Design lsu_mem_stage, sky130hd; sources not shown.
Fig. 1: run 1, supply network
Pins as bars on the die edge. Tap cells in gray.
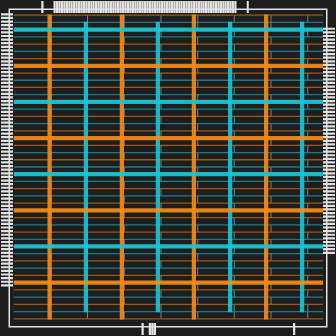
- VDD: cyan
- VSS: orange
- met4 straps: 8
- tap cells: 176
- signal pins: 221
- met5 straps: 8
Peak supply drop: 0.3152 mV
DIE HEIGHT: 118.9 um
area of the core region: 13,300 um2
horizontal extent of the die: 118.9 um

Fig. 2: run 1, placed cells, one color a class
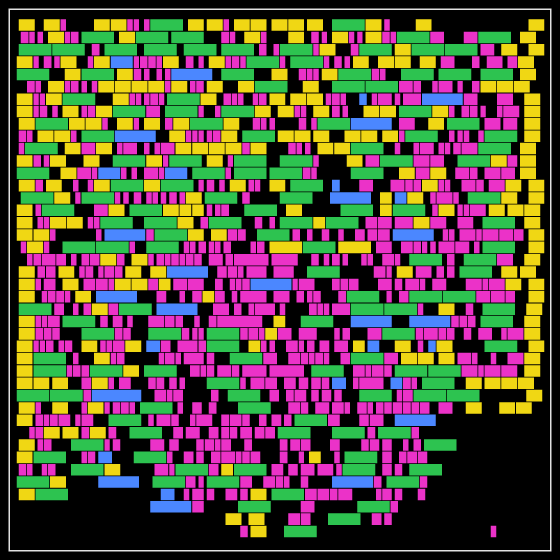
- other buffers and delay cells: yellow (cells 231; share of their area 24%)
- clock drivers and dummy loads: blue (cells 31; share of their area 6.0%)
- flip-flops: green (cells 149; share of their area 32%)
- all other logic: magenta (cells 638; share of their area 38%)
final core area utilization: 0.7270
Site Rows: 42
Final Instance Area: 9666 um2

Fig. 3: run 1, clock wires, drivers and flops
Scale bar: 20 um.
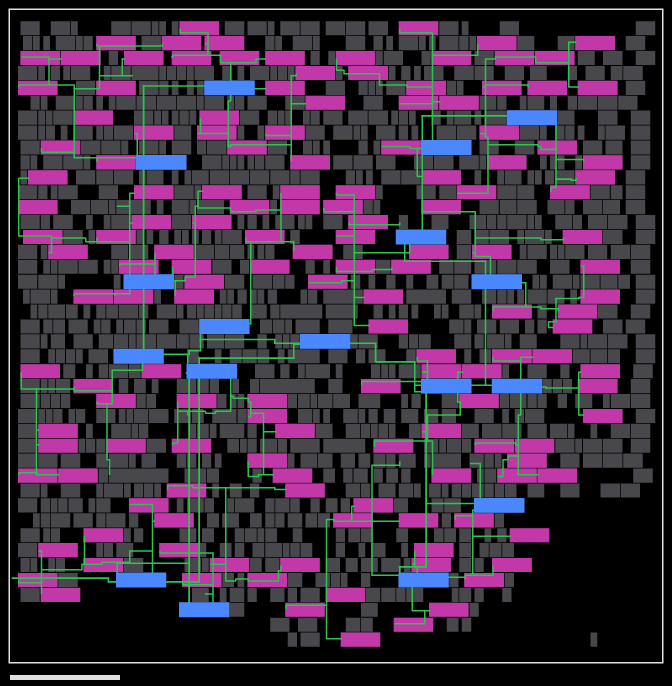
- clock wires: green (length 1,750 um)
- flip-flops: magenta (count 149)
- cells driving clock nets: blue (count 17)
- flops lie: all over the die
clock-net power: 1.70 mW
clock insertion delay at the later pin of the skew report: 0.42 ns

==> notes.md, run 1 <==
From the run reports.

- The number of multi-input combinational cells in the layout is between 600 and 700.
- The inverter count is 11.
- The repair_antennas step left the layout with diodes totalling 0.
- The number of port buffers is about 220.
- The global routing's busiest layer is met2.
- The kind of start point of the critical path reads a primary input.
- The number of antenna violations at the first check in global routing reads 0.
- The flow reported a cell area power density of 472.3 nW/um2.
- The per-cell routed wire length is 16.85 um.
- The run finished with clean final reports.
- The finished layout holds 1,225 standard cells, fillers aside.
- The share of total power dissipated in sequential elements is 0.387.
- The critical path's top delay family reads simple AND/OR/NAND/NOR gates.
- The CTS sink count reads 149.
- The async set-reset flop share out of synthesis reads 0.
- Leaving out fill and tap cells, the most frequent cells in the layout are sky130_fd_sc_hd__clkdlybuf4s50_1, sky130_fd_sc_hd__dfxtp_1, sky130_fd_sc_hd__nand2_1.
- In the post-route report, total wirelength is listed as 20.64 mm.
- The amount of wire on met2 after detailed routing reads 9.668 mm.
- The root cell of the clock tree reads sky130_fd_sc_hd__clkbuf_16.
- The total of plain and repair buffers excluding clock buffers is 231.
- The post-cts hold-fix buffer tally reads 0.
- Counting I/O delays and the setup requirement, the final critical path takes 2.759 ns.
- The count of instantiated cells in the yosys netlist is 847.
Fig. 4: run 1, congestion heat map
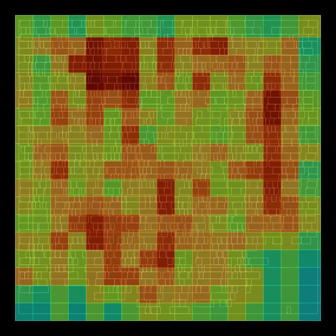

==> run 2, diff against run 1 <==
CORE_UTILIZATION = 47   (was 50)
PLACE_DENSITY = 0.82   (was 0.87)
clock period = 2.6 ns   (was 3.6 ns; I/O delays follow)
Fig. 5: run 2, congestion heat map
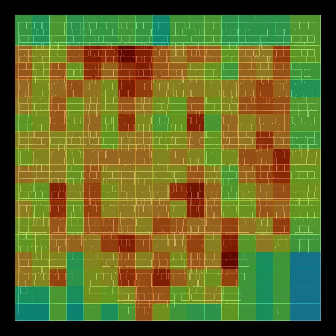
most heavily used metal layer in global routing: met2
met3 routing resource usage after global routing: 0.09108

Fig. 6: run 2, clock wires, drivers and flops
Scale bar: 20 um.
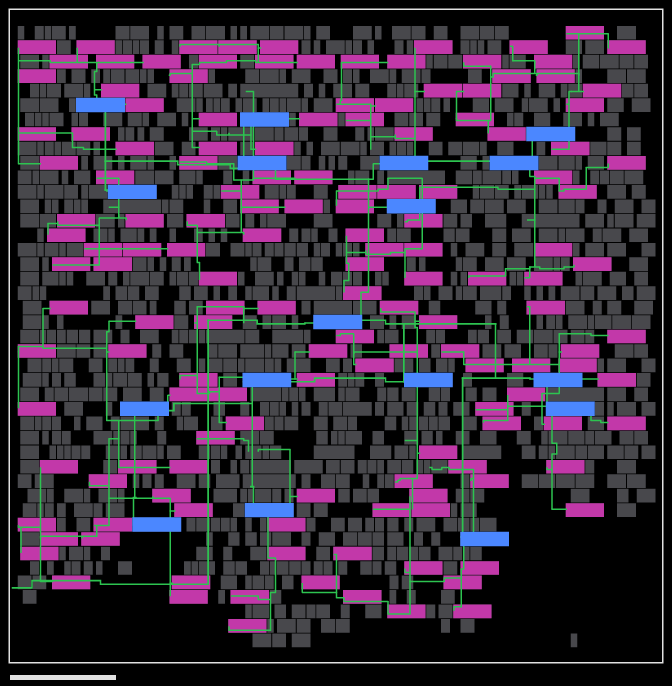
- cells driving clock nets: blue (count 17)
- clock wires: green (length 1,810 um)
- flip-flops: magenta (count 149)
- routed clock nets: 18
clock insertion delay at the later pin of the skew report: 0.43 ns
power share of the clock group: 0.405
clock-net power: 2.71 mW

Fig. 7: run 2, supply network
Pins as bars on the die edge. Tap cells in gray.
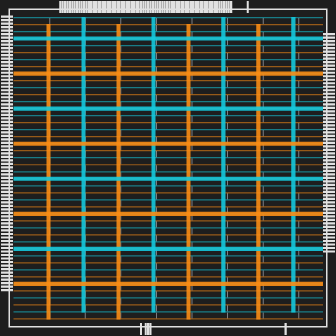
- VSS: orange
- VDD: cyan
- rows: 43
- signal pins: 221
horizontal extent of the die: 122.6 um
area of the core region: 14,040 um2

==> run 2 against run 1 <==
Sequential share of layout area shrank 0.21 points; global-route usage shrank 1.1 points; core utilization shrank 3.4 points; first-iteration DRC count shrank 12%; critical path type is now reg -> reg; critical endpoint is now cnt_q[14]; count of clock-buffer cells in the layout grew 1; area after synthesis is the same; final cell count grew 2.9%; total power grew 47%; wire length grew 2.6%; combinational power grew about 40%; cell area grew 0.70%.
==> notes.md, run 2 <==
From the run reports.

- The total number of placement rows reads 43 (+2.4%).
- The placer congestion estimate reads ~0.85.
- By count the netlist is led by sky130_fd_sc_hd__dfxtp_1, sky130_fd_sc_hd__nand2_1, sky130_fd_sc_hd__a21oi_1.
- The post-cts hold-fix buffer tally reads 0 (unchanged).
- The cell-mix breakdown from Yosys lists the XOR/XNOR area share as 0.006407.
- In the layout the commonest cells are sky130_fd_sc_hd__dfxtp_1, sky130_fd_sc_hd__buf_4, sky130_fd_sc_hd__nand2_1.
- After clock tree synthesis, the setup repair step added 0 buffers.
- For met1 alone, demand over resource in global routing was 0.3396.
- Per the synthesis report, the adder-cell share of the synthesized area is 0.003661.
- The post-placement cell area reads 9077 um2.
- The number of multi-input combinational cells in the layout is 627 (unchanged).
- In the hold timing report, the worst path depth is 2.
- The area of all placed cells without fillers reads 9733 um2 (+0.70%).
- The aoi/oai-family share of the synthesized area is 0.2136.
- The final cell count without fillers is 1,260 (+2.9%).
- The total of plain and repair buffers excluding clock buffers is 261 (+13%).
- The clock tree cell share of total cell area is 0.06659.
- The per-cell routed wire length reads 16.80 um (-0.25%).
- The number of port buffers is 218 (unchanged).
- The critical path's top delay family reads simple AND/OR/NAND/NOR gates.
- The number of antenna violations at the first check in global routing reads 0 (unchanged).
- The CTS sink count was 149 (unchanged).
- The count of instantiated cells in the yosys netlist came to 847 (unchanged).
- The root cell of the clock tree reads sky130_fd_sc_hd__clkbuf_16.
- The post-route minimum period reads 2.334 ns.
- Ranked by total cell area, the synthesized netlist is headed by sky130_fd_sc_hd__dfxtp_1, sky130_fd_sc_hd__a21oi_1, sky130_fd_sc_hd__nand2_1, sky130_fd_sc_hd__nor2_1, sky130_fd_sc_hd__mux2i_1.
- The inverter count is 11 (unchanged).
- The share of the core filled with cells in the final layout was 0.6931 (-0.03386).
- The number of warnings printed during yosys synthesis is 0.
- The total wire length is 21.17 mm (+2.6%).
- The power density normalized to cell area is 687.6 nW/um2 (+46%).
- The placed cell count is about 1.2k.
- The run finished with clean final reports.
- The peak supply drop reads 0.4812 mV (+53%).
- The amount of wire on met2 after detailed routing is 10.17 mm (+5.2%).
- The worst setup path is launched from a register.
- The violation tally from detailed-route iteration zero reads 565.
- The async set-reset flop share out of synthesis is 0 (unchanged).
- The combinational fraction of design power is 0.229.
- The combinational power is between 1.5 and 2 mW.
- The library cell occupying the most area in the post-synthesis netlist reads sky130_fd_sc_hd__dfxtp_1.
- The layout summary lists the proportion of cells stronger than drive strength 1 as 0.1880.
- The buffers plus inverters on the worst setup path reads 2.
- The proportion of power drawn by flip-flops and latches is 0.366 (-0.021).
- The final antenna diode count is 0 (unchanged).
- The count of sequential standard cells reads 149.
No activity file was given, so power comes from the tool's default toggle rates.
